File: config.mk
export PLATFORM = sky130hd
export DESIGN_NAME = fir_dac_serializer
export DESIGN_NICKNAME = d
export VERILOG_FILES = /design/src/rtl/fir_dac_serializer.sv
export SDC_FILE = /design/constraint.sdc
export NUM_CORES = 1
export LEC_CHECK = 0
export CAP_MARGIN = 20
export CORE_MARGIN = 5
export CORE_UTILIZATION = 40
export DETAILED_ROUTE_END_ITERATION = 6
export PLACE_DENSITY = 0.72
export SLEW_MARGIN = 20
export SYNTH_ARGS = -nofsm -noshare
export SYNTH_HDL_FRONTEND = slang
export SYNTH_SLANG_ARGS = --single-unit
export TNS_END_PERCENT = 100
File: constraint.sdc
create_clock -name clk -period 2 [get_ports clk]
set_input_delay 0.4 -clock clk [delete_from_list [all_inputs] [get_ports clk]]
set_output_delay 0.4 -clock clk [all_outputs]
set_load 0.03 [all_outputs]
File: src/rtl/fir_dac_serializer.sv
// Output stage behind fir_n: captures y_out on each sample tick, rescales it with round-half-up
// and saturation, then shifts the word MSB-first to an external DAC over sclk/sdata/frame.
module fir_dac_serializer #(
  parameter int N       = 32,
  parameter int OUT_W   = 16,
  parameter int SHIFT   = 10,
  parameter int BIT_DIV = 4
) (
  input  logic                clk,
  input  logic                rst,
  input  logic                ena,
  input  logic                clk_d,
  input  logic signed [N-1:0] y_in,
  output logic                sclk,
  output logic                sdata,
  output logic                frame,
  output logic                busy,
  output logic                clip,
  output logic                overrun
);

  localparam int BC_W = $clog2(OUT_W);
  localparam int DC_W = $clog2(BIT_DIV);
  localparam logic [BC_W-1:0] BIT_LAST = BC_W'(OUT_W - 1);
  localparam logic [DC_W-1:0] DIV_LAST = DC_W'(BIT_DIV - 1);
  localparam logic [DC_W-1:0] DIV_HALF = DC_W'(BIT_DIV / 2);

  localparam int RND_SH = (SHIFT > 0) ? SHIFT - 1 : 0;
  localparam logic signed [N:0] RND = (SHIFT > 0) ? ((N + 1)'(1) << RND_SH) : '0;
  localparam logic [N:0] SAT_LIM = (N + 1)'(1) << (OUT_W - 1);
  localparam logic signed [N:0] SAT_MAX = SAT_LIM - (N + 1)'(1);
  localparam logic signed [N:0] SAT_MIN = -SAT_LIM;

  typedef enum logic [1:0] {S_IDLE, S_LOAD, S_SHIFT, S_GAP} state_t;

  function automatic logic signed [N:0] round_shift(input logic signed [N-1:0] x);
    logic signed [N:0] s;
    s = {x[N-1], x} + RND;
    return s >>> SHIFT;
  endfunction

  function automatic logic out_of_range(input logic signed [N:0] r);
    return (r > SAT_MAX) || (r < SAT_MIN);
  endfunction

  function automatic logic [OUT_W-1:0] saturate(input logic signed [N:0] r);
    if (r > SAT_MAX)
      return {1'b0, {(OUT_W - 1){1'b1}}};
    else if (r < SAT_MIN)
      return {1'b1, {(OUT_W - 1){1'b0}}};
    else
      return r[OUT_W-1:0];
  endfunction

  state_t                r_state;
  state_t                w_state_nx;
  logic                  r_clk_d_q;
  logic                  r_hold_valid;
  logic [OUT_W-1:0]      r_hold;
  logic [OUT_W-1:0]      r_shreg;
  logic [OUT_W-1:0]      w_shreg_nx;
  logic [BC_W-1:0]       r_bit_cnt;
  logic [BC_W-1:0]       w_bit_nx;
  logic [DC_W-1:0]       r_div_cnt;
  logic [DC_W-1:0]       w_div_nx;
  logic                  w_load;
  logic                  w_cap;
  logic signed [N:0]     w_scaled;
  logic                  w_sat;
  logic [OUT_W-1:0]      w_word;
  logic                  r_sclk;
  logic                  r_sdata;
  logic                  r_frame;
  logic                  r_busy;
  logic                  r_clip;
  logic                  r_overrun;
  logic                  w_sclk_nx;
  logic                  w_sdata_nx;
  logic                  w_frame_nx;
  logic                  w_busy_nx;

  assign w_cap    = clk_d & ~r_clk_d_q & ena;
  assign w_scaled = round_shift(y_in);
  assign w_sat    = out_of_range(w_scaled);
  assign w_word   = saturate(w_scaled);

  always_comb begin
    w_state_nx = r_state;
    w_shreg_nx = r_shreg;
    w_bit_nx   = r_bit_cnt;
    w_div_nx   = r_div_cnt;
    w_load     = 1'b0;
    case (r_state)
      S_IDLE: begin
        if (r_hold_valid)
          w_state_nx = S_LOAD;
      end
      S_LOAD: begin
        w_load     = 1'b1;
        w_shreg_nx = r_hold;
        w_bit_nx   = '0;
        w_div_nx   = '0;
        w_state_nx = S_SHIFT;
      end
      S_SHIFT: begin
        if (r_div_cnt == DIV_LAST) begin
          w_div_nx   = '0;
          w_shreg_nx = {r_shreg[OUT_W-2:0], 1'b0};
          if (r_bit_cnt == BIT_LAST) begin
            w_bit_nx   = '0;
            w_state_nx = S_GAP;
          end else begin
            w_bit_nx = r_bit_cnt + 1'b1;
          end
        end else begin
          w_div_nx = r_div_cnt + 1'b1;
        end
      end
      S_GAP: begin
        if (r_div_cnt == DIV_LAST) begin
          w_div_nx   = '0;
          w_state_nx = r_hold_valid ? S_LOAD : S_IDLE;
        end else begin
          w_div_nx = r_div_cnt + 1'b1;
        end
      end
      default: w_state_nx = S_IDLE;
    endcase
  end

  // Line outputs are registered from the next-state view so they align with the bit counters.
  always_comb begin
    w_sdata_nx = 1'b0;
    w_sclk_nx  = 1'b0;
    w_frame_nx = 1'b0;
    w_busy_nx  = (w_state_nx != S_IDLE);
    if (w_state_nx == S_SHIFT) begin
      w_sdata_nx = w_shreg_nx[OUT_W-1];
      w_sclk_nx  = (w_div_nx >= DIV_HALF);
      w_frame_nx = (w_bit_nx == '0);
    end
  end

  always_ff @(posedge clk or posedge rst) begin
    if (rst) begin
      r_state      <= S_IDLE;
      r_clk_d_q    <= 1'b0;
      r_hold_valid <= 1'b0;
      r_bit_cnt    <= '0;
      r_div_cnt    <= '0;
      r_sclk       <= 1'b0;
      r_sdata      <= 1'b0;
      r_frame      <= 1'b0;
      r_busy       <= 1'b0;
      r_clip       <= 1'b0;
      r_overrun    <= 1'b0;
    end else begin
      r_state   <= w_state_nx;
      r_clk_d_q <= clk_d;
      r_bit_cnt <= w_bit_nx;
      r_div_cnt <= w_div_nx;
      r_sclk    <= w_sclk_nx;
      r_sdata   <= w_sdata_nx;
      r_frame   <= w_frame_nx;
      r_busy    <= w_busy_nx;
      r_clip    <= w_cap & w_sat;
      if (w_cap)
        r_hold_valid <= 1'b1;
      else if (w_load)
        r_hold_valid <= 1'b0;
      // A capture landing on a still-pending hold that LOAD is not taking this edge loses the older sample.
      if (w_cap && r_hold_valid && !w_load)
        r_overrun <= 1'b1;
    end
  end

  always_ff @(posedge clk) begin
    if (w_cap)
      r_hold <= w_word;
    r_shreg <= w_shreg_nx;
  end

  assign sclk    = r_sclk;
  assign sdata   = r_sdata;
  assign frame   = r_frame;
  assign busy    = r_busy;
  assign clip    = r_clip;
  assign overrun = r_overrun;

endmodule
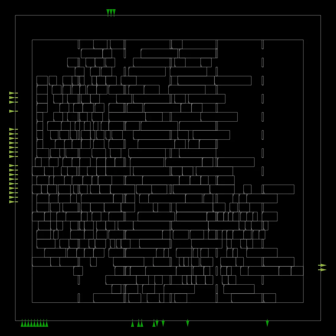
**Above:** run 1 (cell outlines without signal wires).
FP Rows: 29
number of well taps: 77

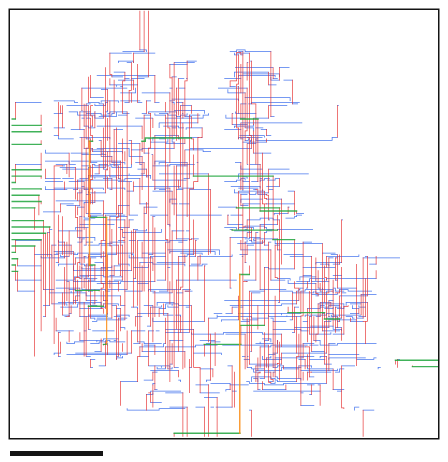
**Above:** run 1 (metal layers overlaid).
Bar = 20 um.
- met1: blue (wire length 2450 um)
- met3: green (wire length 224 um)
- met4: orange (wire length 87.7 um)
- met2: red (wire length 3050 um)

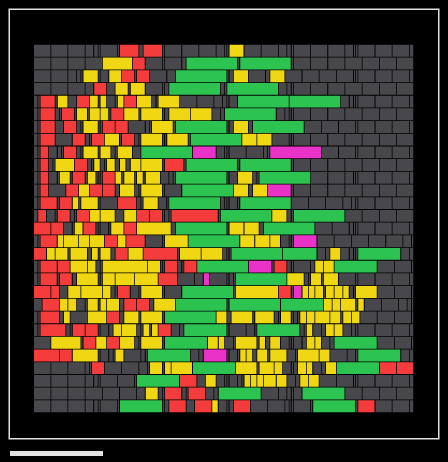
**Above:** run 1 (cell classes on the final placement).
Bar = 20 um. Fill, decap, tap and diode cells in grey.
- clock drivers and dummy loads: magenta (cells 8; share of their area 3.0%)
- all other logic: yellow (cells 174; share of their area 38%)
- flip-flops: green (cells 48; share of their area 38%)
- other buffers and delay cells: red (cells 86; share of their area 21%)
core area: 6420 um^2
Seq/total area: 36.8%

==> flow_summary_export.csv, run 1 <==
group,metric,value,unit
placement,post_dp_cell_area,3390,um^2
final_timing,worstMarginPinSlew,615,ps
global_routing,first_global_vias,2130,
layout,n_clock_buffer,6,
critical_path,rrSetupSlack,220,ps
synthesis,simple_gate_area_share,16.4,%
clocking,htree_levels,2,
clocking,clk_latency,290,ps
layout,logic_gate_count,162,
floorplanning,die-area,8410,um^2
power_and_ir_drop,seqPwrFrac,53.4,%
final_timing,setup_viol,16,
run_status,status,"finished, violations left",
synthesis,topCombFamilyByArea,"AND-OR/OR-AND gates",
critical_path,r2r-end,"frame$_DFF_PP0_",
final_timing,final.setup.worst_slack,-260,ps
power_and_ir_drop,pwr-share-comb,12.8,%
layout,inv_count,12,
final_timing,period_needed,2260,ps
synthesis,mux_area_share,1.17,%
route,drt-met1-wl,2450,um
layout,fin_nets,358,
global_routing,grt_util_met1,17.5,%
critical_path,cp_data_required_time,2140,ps
final_timing,finalMaxSlewViolations,0,
power_and_ir_drop,power.switching,0.426,mW
layout,fin_cells,393,
power_and_ir_drop,p_int,1.58,mW
run_status,violations,"setup timing",
clocking,cts_setup_buffers,4,
global_routing,grt_max_degree,17,
critical_path,cp_num_buf_inv,2,
power_and_ir_drop,maxPowerGroup,"registers",
clocking,numCtsBuffers,5,
final_timing,setup_tns,-3480,ps
layout,final-clk-cell-share,2.93,%
synthesis,syn_inst,232,
critical_path,end_kind,"flop",
global_routing,grt.busiest_layer,"met2",
power_and_ir_drop,swShare,21.2,%
route,wl_met2,3050,um
final_timing,clock_skew,3.82,ps
global_routing,grt_pass1_wl,9760,um
power_and_ir_drop,p_leak,1.54,nW
critical_path,crit_type,"in -> reg",
placement,dp.cells,377,
global_routing,met2_usage,24.5,%
synthesis,yosysCellCount,232,
run,max-cap-violations,0,
synthesis,synth-adder-area-share,3.28,%
floorplanning,ioPinCount,42,
critical_path,worstPathCellList,"buf_8 -> nand3_4 -> or4_4 -> buf_6 -> or4_4 -> a311oi_4 -> nor2b_4 -> a211oi_2",
layout,buffer_area_share,20.4,%
final_timing,final_hold_viol_count,0,
final_timing,hold_slack,470,ps
placement,gp_congestion,0.880,
critical_path,crit_fanout,7,
clocking,clkTransAtPathRegs,80,ps
clocking,cts_root_buf,"clkbuf_8",
layout,reg_top3,"r_hold: 16 flops, r_shreg: 16 flops, r_bit_cnt: 4 flops",
global_routing,gr-total-overflow,0,
layout,register_area,1350,um^2
critical_path,crit_slowest_cell,"or4_4",
critical_path,r2r_cells,8,
route,wirelength,5810,um
route,dr.pass1.iters,4,
synthesis,synth_flops,48,
power_and_ir_drop,power,2.01,mW
placement,post-place-ws,-927,ps
synthesis,synthTopCellsByCount,"31 x edfxtp_1, 16 x dfrtp_1, 15 x nand2_1",
power_and_ir_drop,seq-power,1.07,mW
synthesis,synth-seq-area-share,50.6,%
critical_path,cp-startpoint,"y_in[12]",
==> run 2, diff against run 1 <==
--- a/config.mk
+++ b/config.mk
@@ -5,11 +5,12 @@
 export SDC_FILE = /design/constraint.sdc
 export NUM_CORES = 1
 export LEC_CHECK = 0
-export CAP_MARGIN = 20
+export CELL_PAD_IN_SITES_DETAIL_PLACEMENT = 0
+export CELL_PAD_IN_SITES_GLOBAL_PLACEMENT = 2
 export CORE_MARGIN = 5
-export CORE_UTILIZATION = 40
+export CORE_UTILIZATION = 35
 export DETAILED_ROUTE_END_ITERATION = 6
-export PLACE_DENSITY = 0.72
+export PLACE_DENSITY = 0.89
 export SLEW_MARGIN = 20
 export SYNTH_ARGS = -nofsm -noshare
 export SYNTH_HDL_FRONTEND = slang
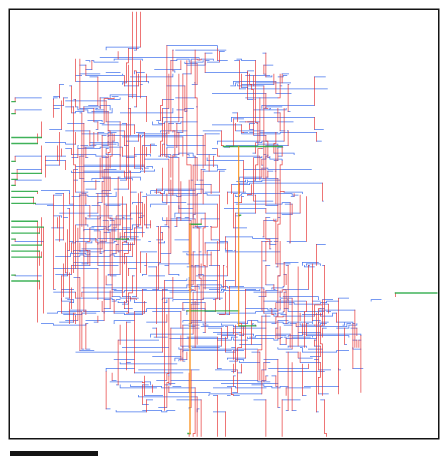
**Above:** run 2 (metal layers overlaid).
Bar = 20 um.
- met3: green (wire length 129 um)
- met4: orange (wire length 88.4 um)
- met2: red (wire length 2880 um)
- met1: blue (wire length 2810 um)

==> flow_summary_export.csv, run 2 <==
group,metric,value,unit
layout,reg_top3,"r_hold: 16 flops, r_shreg: 16 flops, r_bit_cnt: 4 flops",
final_timing,setup_tns,-3150,ps
layout,diodes,0,
synthesis,synth-seq-area-share,50.6,%
synthesis,synthTopCellsByCount,"31 x edfxtp_1, 16 x dfrtp_1, 15 x nand2_1",
clocking,cts_resized,73,
route,wl_met2,2880,um
critical_path,cp-startpoint,"y_in[17]",
clocking,clk_latency,290,ps
layout,sh_comb_area,36.0,%
layout,fin_nets,362,
global_routing,first_global_vias,2205,
power_and_ir_drop,pwr-share-comb,14.0,%
layout,inv_count,12,
placement,dp.cells,400,
global_routing,met2_usage,22.1,%
synthesis,largest_area_cell,"edfxtp_1",
layout,fin_area,3700,um^2
critical_path,crit_type,"in -> reg",
route,wire_per_inst,14.1,um
critical_path,worstReg2RegStart,"r_state[0]$_DFF_PP0_",
power_and_ir_drop,power.switching,0.428,mW
synthesis,edf_count,31,
layout,largestClassByArea,"flip-flops and latches",
layout,sh_seq_area,36.5,%
global_routing,grt_use_total,13.2,%
synthesis,mux_area_share,1.17,%
synthesis,yosys_area,2670,um^2
layout,logic_gate_count,162,
critical_path,cp.depth,10,
critical_path,r2r_cells,8,
synthesis,topCombFamilyByArea,"AND-OR/OR-AND gates",
final_timing,hold_slack,462,ps
global_routing,grt.met3_usage,1.72,%
final_timing,final.setup.worst_slack,-248,ps
floorplanning,ioPinCount,42,
clocking,htree_levels,2,
route,drt-met1-wl,2810,um
power_and_ir_drop,clockPowerShare,29.4,%
synthesis,syn-cell-area,2670,um^2
critical_path,crit_fanout,8,
floorplanning,die-area,9480,um^2
placement,numPortBuffers,32,
power_and_ir_drop,seq-power,1.07,mW
global_routing,grt.busiest_layer,"met2",
critical_path,crit_arrival,2400,ps
floorplanning,rows,31,
route,dr.pass1.iters,4,
route,wirelength,5910,um
synthesis,ff_type,"edfxtp_1",
clocking,clkTransAtPathRegs,80,ps
placement,post_dp_cell_area,3430,um^2
placement,post-place-ws,-965,ps
floorplanning,initCoreUtil,36.4,%
critical_path,r2r-end,"frame$_DFF_PP0_",
floorplanning,coreArea,7330,um^2
power_and_ir_drop,maxPowerGroup,"registers",
synthesis,yosysCellCount,232,
final_timing,finalMaxSlewViolations,0,
final_timing,setup_viol,17,
run,max-cap-violations,0,
clocking,numCtsBuffers,5,
final_timing,worstMarginPinSlew,597,ps
layout,final-clk-cell-share,2.17,%
global_routing,grt_util_met1,17.5,%
synthesis,synth-adder-area-share,3.28,%
layout,buffer_area_share,20.7,%
final_timing,period_needed,2250,ps
route,drt-vias-per-instance,5.03,
power_and_ir_drop,swShare,22.7,%
synthesis,yosys.area_share.aoi,18.8,%
clocking,cts_root_buf,"clkbuf_8",
global_routing,grt_pass1_wl,10500,um
critical_path,cp_data_required_time,2150,ps
clocking,cts.sinks,48,
critical_path,crit_slowest_cell,"or4_4",
power_and_ir_drop,p_leak,1.55,nW
power_and_ir_drop,power,1.89,mW
global_routing,grt_max_degree,17,
synthesis,simple_gate_area_share,16.4,%
placement,gp_congestion,0.812,
critical_path,worstPathCellList,"buf_8 -> nand3_4 -> or4_4 -> buf_6 -> or4_4 -> a311oi_4 -> buf_4 -> nor2b_4 -> buf_12 -> o22ai_2",
layout,n_clock_buffer,8,
floorplanning,nWellTaps,99,
power_and_ir_drop,p_int,1.46,mW
synthesis,async_reset_ff_share,33.3,%
critical_path,cp_num_buf_inv,4,
clocking,cts_setup_buffers,9,
final_timing,clock_skew,2.66,ps
global_routing,gr-total-overflow,0,
final_timing,final_hold_viol_count,0,
layout,register_area,1350,um^2
synthesis,ys_types,52,
critical_path,rrSetupSlack,180,ps
power_and_ir_drop,p_per_area,511,nW/um^2
synthesis,syn_inst,232,
layout,lay_top_count,"buf_4",
run_status,violations,"setup timing",
layout,fin_cells,419,
route,top_layer,"met4",
layout,most-common-layout-cells,"52 x buf_4, 31 x edfxtp_1, 16 x dfrtp_1",
power_and_ir_drop,seqPwrFrac,56.7,%
critical_path,end_kind,"flop",
synthesis,synth_flops,48,
run_status,status,"finished, violations left",
Power and IR drop assume default switching activity.
